Figure 1. The metal 3 layer (run 1).
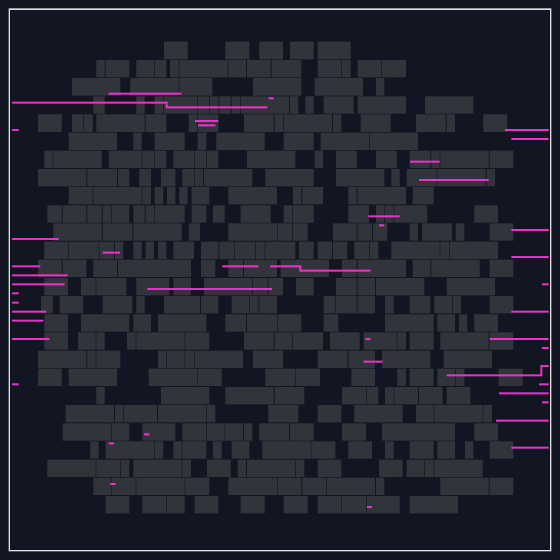
Figure 2. Track usage over the die (run 1).
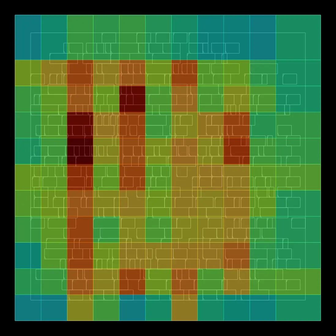
Figure 3. Cells by drive strength (run 1).
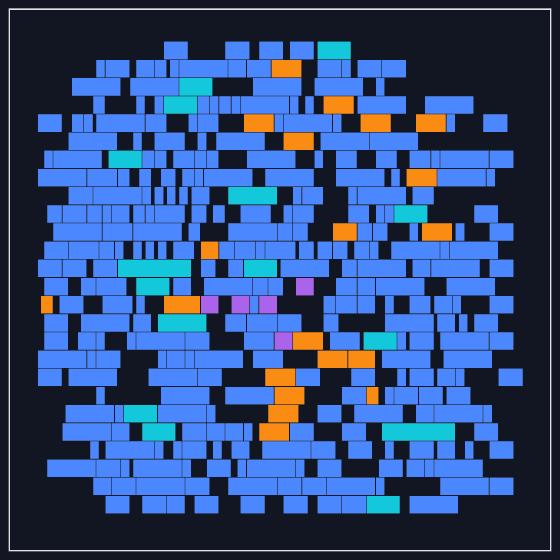
Design bram_input_1x1_loader, sky130hd; sources not shown.
==> run notes, run 1 <==
yosys + openroad results -> Startpoint Class=flop, pin count of the biggest net entering global routing=36, TritonCTS Buffers=9, Post-Synth AOI/OAI Area=between 10% and 20%, fp_density=a little over half, Setup Viol. Count Final=0, syn nets=approximately 320, CP Cell Sequence=inv_1 > ha_1 > clkdlybuf4s50_1, Crit path buffers/inverters=2, core area=5140 µm², routed len/inst=~15 µm, grt ovf=0, Clock Skew=about 0.0056 ns, tool warnings=35, min Tclk post-route=roughly 2.1 ns, Top non-seq family=simple AND/OR/NAND/NOR gates, Commonest Layout Cell=dfxtp_1, Syn Std Cell Area=around 2800 µm², hold-fix buffers at CTS=0, first-pass GRT wire length=between 9 and 10 mm, yosys adder share=~5.3%, R2R depth=5, kind of cell adding the most delay to the critical path=buffers and inverters, register area=about 1300 µm², Chip Height=~81 µm, critical path's largest stage delay=around 0.6 ns, initial antenna violation count=0, peak supply drop=between 0.6 and 0.7 mV, post_cts resized=0, Worst R2R Setup Slack=0.51 ns, yosys cell count=between 200 and 300, ant diodes=0, Slew headroom=a little over half, Top cell area share=between 40% and 50%, total power=approximately 2500 µW, outcome=complete, no violations, Port Buffers=roughly 45, NumNets Final=354, Synthesis Warnings=0, P_leak=between 0.001 and 0.0015 µW, Die Area=around 6500 µm², Top cells by area=dfxtp_1, nor2_1, mux2i_1, ha_1, a211oi_1, Mapped Cells=291, DRT Pass-1 Iters=4, Worst-Margin Slew=between 0.7 and 0.8 ns, last weighted congestion value of the routability-driven placer=0.752, slowest CP cell=clkdlybuf4s50_1, Worst Path Class, Setup=flop to output port, Cell variety after synth=37, count of library flops with an enable pin=0, final cell count without fillers=slightly above 400, Post-CTS Setup Repair Bufs=0, Placed Area=3290 µm², WP data required=about 2.1 ns, achievable frequency=0.475 GHz, WP data arrival=around 1.7 ns, Hold Crit Class=flop to flop, max-cap check violation count=0, worst-path fanout max=9, CTS tree=done, Yosys reg bits=around 63, XOR/XNOR Area Share=0%, Yosys chip area=2810 µm², Post-synth top cells=dfxtp_1, nor2_1, a211oi_1, die width=roughly 81 µm, Yosys top cell by area=dfxtp_1, fillers=around 420, RSZ-0062 raised after global routing=false, num rows=26, Comb area=between 1000 and 1500 µm², H-tree depth=3, mux share=under 10%, Post-Route Setup TNS=0 ns, CTS clock-pin slew for the worst setup and hold paths=approximately 0.070 ns, sequential fraction of the synthesis area=between 40% and 50%, share of the clock period used by the worst path=about 84%, initial drt markers=between 100 and 150, clock root buffer=clkbuf_8, IO Count=between 40 and 50, share of cells above drive strength 1=a little under an eighth, Final Util=68.3%, vias in the first global route=2090, top cell type by instance count after synthesis=dfxtp_1, Clock Tree Buf Depth=2, final slew viol count=0, final tally of hold violations=0, most frequent cells in the layout=dfxtp_1, nor2_1, clkdlybuf4s50_1, a211oi_1, mux2i_1, ys async rst share=0%, clock sinks=about 63, clk ins delay skew pair=between 0.3 and 0.4 ns, Main synth FF type=dfxtp_1, vias per cell=between 5 and 6, Hold Slack=0.460 ns, DP HPWL=between 4 and 5 mm, nature of the critical path endpoint=output port, Avg Inst Size Synth=about 9.7 µm², Inst Count DP=between 300 and 400, critical path depth=3, DRC viols=0, Place WS=roughly 0.37 ns, PD cells=approximately 720 nW/µm², Final ANT Viol Nets=0, hold path cells=2, simple-gate share of the synthesized area=between 20% and 30%
-- Figure 1 (at the start) --
main direction	horizontal
wire length on this layer	238 µm
share of all routed wire	4.0%
nets with wire on the layer	35
longest straight run	23.0 µm
Total Wirelength: 5.90 mm
vias: 2168
met3 Usage GRT: 5.54%

-- Figure 2 (at the start) --
global routing usage on met1: 25.6%
All-Layer GR Usage: 20.1%

-- Figure 3 (at the start) --
size	colour	cells	share
_3 and _4 cells	purple	5	1.5%
_6 and larger	cyan	15	4.5%
_0 and _1 cells	blue	294	88%
_2 cells	orange	20	6.0%
setup slack after layout: 0.395 ns
Layout area overhead: 24.8%
Final Cell Area: 3510 µm²
Signal buffers: 52

run 1: metal layers:
metal | vias up | track usage [%] | part of all wire, %
li1 | 1124 | - | -
met1 | 979 | 25.6 | 48
met2 | 52 | 31.1 | 46
met3 | 13 | 5.54 | 4.0
met4 | 0 | 9.97 | 2.0
met5 | - | 0 | 0
run 1: layout make-up:
| type | instances | share of cell area, % |
|---|---|---|
| tap | 70 | 2.49 |
| timing repair buffer | 52 | 14.9 |
| clock buffer | 13 | 4.52 |
| multi-input combinational | 196 | 39.6 |
| sequential | 63 | 35.9 |
| clock inverter | 3 | 1.85 |
| inverter | 7 | 0.748 |
run 1: where the power goes:
part / internal, µW / switching [µW] / total (µW)
clock network: 615 / 382 / 997
logic: 217 / 270 / 487
registers: 1040 / 18.1 / 1050
total: 1870 / 670 / 2540
## Run 2: what changed since run 1
Settings changed: CORE_UTILIZATION 53 to 48, PLACE_DENSITY 0.79 to 0.76.
Clock period 2.5 ns to 1.71 ns, I/O delays scaled along.
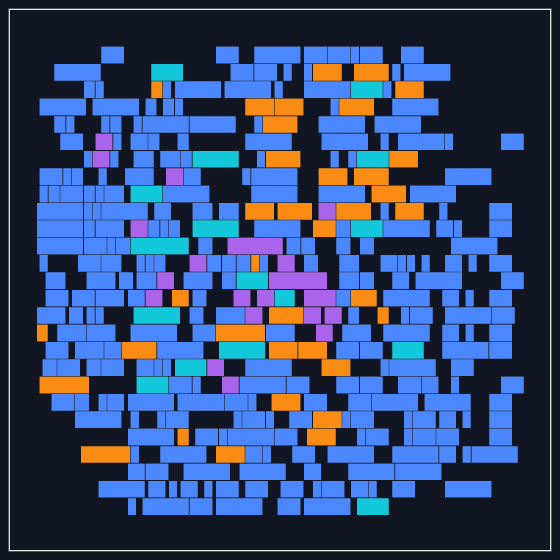
Figure 4: run 2, cells by drive strength.
size	colour	cells	share
_0 and _1 cells	blue	276	79%
_2 cells	orange	36	10%
_3 and _4 cells	purple	20	5.7%
_6 and larger	cyan	16	4.6%
Signal buffers: 66
Final Cell Area: 3690 µm²
Layout area overhead: 31.2%
setup slack after layout: 0.0219 ns

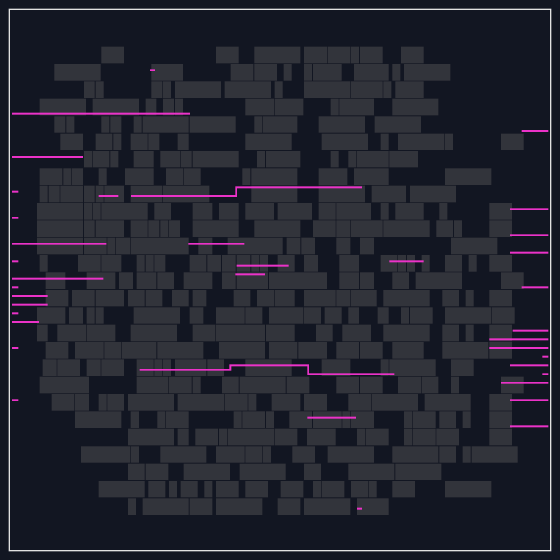
Figure 5: run 2, the metal 3 layer.
share of all routed wire	4.6%
longest straight run	27.6 µm
main direction	horizontal
vias: 2251
met3 Usage GRT: 5.40%
Total Wirelength: 6.04 mm

==> run 2 against run 1 <==
Effect of this change: core utilization shrank 2.5 points; total power grew 37%; die size grew 9.4%; via count grew 3.8%; largest power group unchanged; critical endpoint is now wr_data[22].
==> run notes, run 2 <==
yosys + openroad results -> worst-path fanout max=8, vias per cell=5.36, DP HPWL=4.28 mm, Final ANT Viol Nets=0, Die Area=slightly above 7000 µm², Cell variety after synth=37, global routing usage on met1=between 20% and 30%, met2 routed WL=2.87 mm, achievable frequency=0.592 GHz, Yosys top cell by area=dfxtp_1, initial drt markers=about 120, clock tree buffer count of the final layout=13, met1 wire length=around 2.8 mm, fillers=475, WP data required=about 2.0 ns, tool warnings=37, Clock Tree Buf Depth=2, CTS tree=done, routed len/inst=approximately 14 µm, core area=~5600 µm², initial antenna violation count=0, Port Buffers=45, critical path's largest stage delay=0.55 ns, grt ovf=0, IO Count=about 46, CP Cell Sequence=inv_6 > ha_4 > or4b_4 > a2bb2oi_2 > a211oi_2, Top cells by area=dfxtp_1, nor2_1, mux2i_1, ha_1, a211oi_1, H-tree depth=3, Main synth FF type=dfxtp_1, Mapped Cells=~290, fraction of area in registers=between 30% and 40%, count of library flops with an enable pin=0, top cell type by instance count after synthesis=dfxtp_1, hold-fix buffers at CTS=0, most frequent cells in the layout=dfxtp_1, nor2_1, clkdlybuf4s50_1, a211oi_1, buf_4, non-clock buffer area fraction after layout=around 18%, Post-CTS Setup Repair Bufs=0, Inst Count DP=about 400, Top cell area share=44.8%, uppermost layer routed=met4, DRC viols=0, ys async rst share=0%, WP data arrival=1.95 ns, Comb. pwr=730 µW, min Tclk post-route=roughly 1.7 ns, Clock Skew=around 0.0059 ns, clock sinks=about 63, Chip Height=84.6 µm, Worst R2R Setup Slack=approximately 0.022 ns, Clk pwr share=between 30% and 40%, peak supply drop=roughly 0.75 mV, slowest CP cell=or4b_4, Clock buffers and inverters, area share=under 10%, PD cells=~940 nW/µm², Startpoint Class=flop, R2R depth=5, All-Layer GR Usage=18.0%, P_leak=between 0.001 and 0.0015 µW, DR WL met3=about 280 µm, num rows=27, global route hottest layer=met2, Hold Crit Class=input port to flop, Setup Viol. Count Final=0, Avg Inst Size Synth=around 9.7 µm², Slew headroom=between 60% and 70%, nature of the critical path endpoint=flop, pin count of the biggest net entering global routing=33, kind of cell adding the most delay to the critical path=simple AND/OR/NAND/NOR gates, Post-Route Setup TNS=0 ns, Worst Path Class, Setup=flop to flop, TritonCTS Buffers=9, Placed Area=roughly 3500 µm², Synthesis Warnings=0, fp_density=50.2%, Worst-Margin Slew=between 0.5 and 0.6 ns, post_cts resized=4, Clk power=1190 µW, Place WS=-0.0544 ns, CTS clock-pin slew for the worst setup and hold paths=about 0.070 ns, Crit path buffers/inverters=1, outcome=complete, no violations, Sw Pwr=968 µW, grt met2 use=between 20% and 30%, Non-Clock Inverter Count=7, Post-synth top cells=dfxtp_1, nor2_1, a211oi_1, share of cells above drive strength 1=between 20% and 30%, RSZ-0062 raised after global routing=true, switching share of power=around 28%, Commonest Layout Cell=dfxtp_1, yosys cell count=between 200 and 300, final tally of hold violations=0, Yosys chip area=2810 µm², final slew viol count=0, sequential power share=roughly 45%, Yosys reg bits=63, Logic Gate Count=about 200, syn nets=between 300 and 400, sequential fraction of the synthesis area=between 40% and 50%, Cell Int Power=~2500 µW, hold path cells=2, Comb area=1460 µm², largest class=multi-input combinational cells, max-cap check violation count=0, Seq power=about 1600 µW, share of the clock period used by the worst path=a little over nine tenths, register area=approximately 1300 µm², DRT Pass-1 Iters=4, ant diodes=0, first-pass GRT wire length=roughly 10 mm, Logic pwr share=a little over a fifth, Max power group=sequential cells, flop count=between 60 and 70, NumNets Final=368, Syn Std Cell Area=about 2800 µm², total power=3470 µW, vias in the first global route=between 2000 and 2500, last weighted congestion value of the routability-driven placer=between 0.8 and 0.9, critical path depth=5, # Taps=approximately 70, combinational share of cell area=between 30% and 40%, final cell count without fillers=420, clock root buffer=clkbuf_8, die width=about 85 µm, clk ins delay skew pair=roughly 0.34 ns
==> run 2: cell types whose count changed in the layout (fill, tap and decap cells not counted), moves of 3 or more <==
| cell | delta |
|---|---|
| buf_4 | +12 |
| a2bb2oi_1 | -8 |
| a2bb2oi_2 | +8 |
| dfxtp_1 | -4 |
| clkdlybuf4s50_1 | -3 |
| dfxtp_2 | +3 |
==> run 2: cell families after synthesis <==
group	count (synthesis)	synth area share, %
AND/OR/NAND/NOR	110	21.7
flip-flops	63	44.8
AND-OR/OR-AND	58	16.7
buffers and inverters	32	5.82
multiplexers	16	5.69
adder cells (fa/ha/maj)	12	5.34
==> run 2: metrics by stage <==
step                      hold slack, ns  utilization (%)
after CTS                          0.363             65.7
after global placement             0.446             62.4
final                              0.382             65.8
after floorplan                    0.456                -
after detailed placement           0.450             62.4
after global routing               0.392             65.8
No activity file was given, so power comes from the tool's default toggle rates.
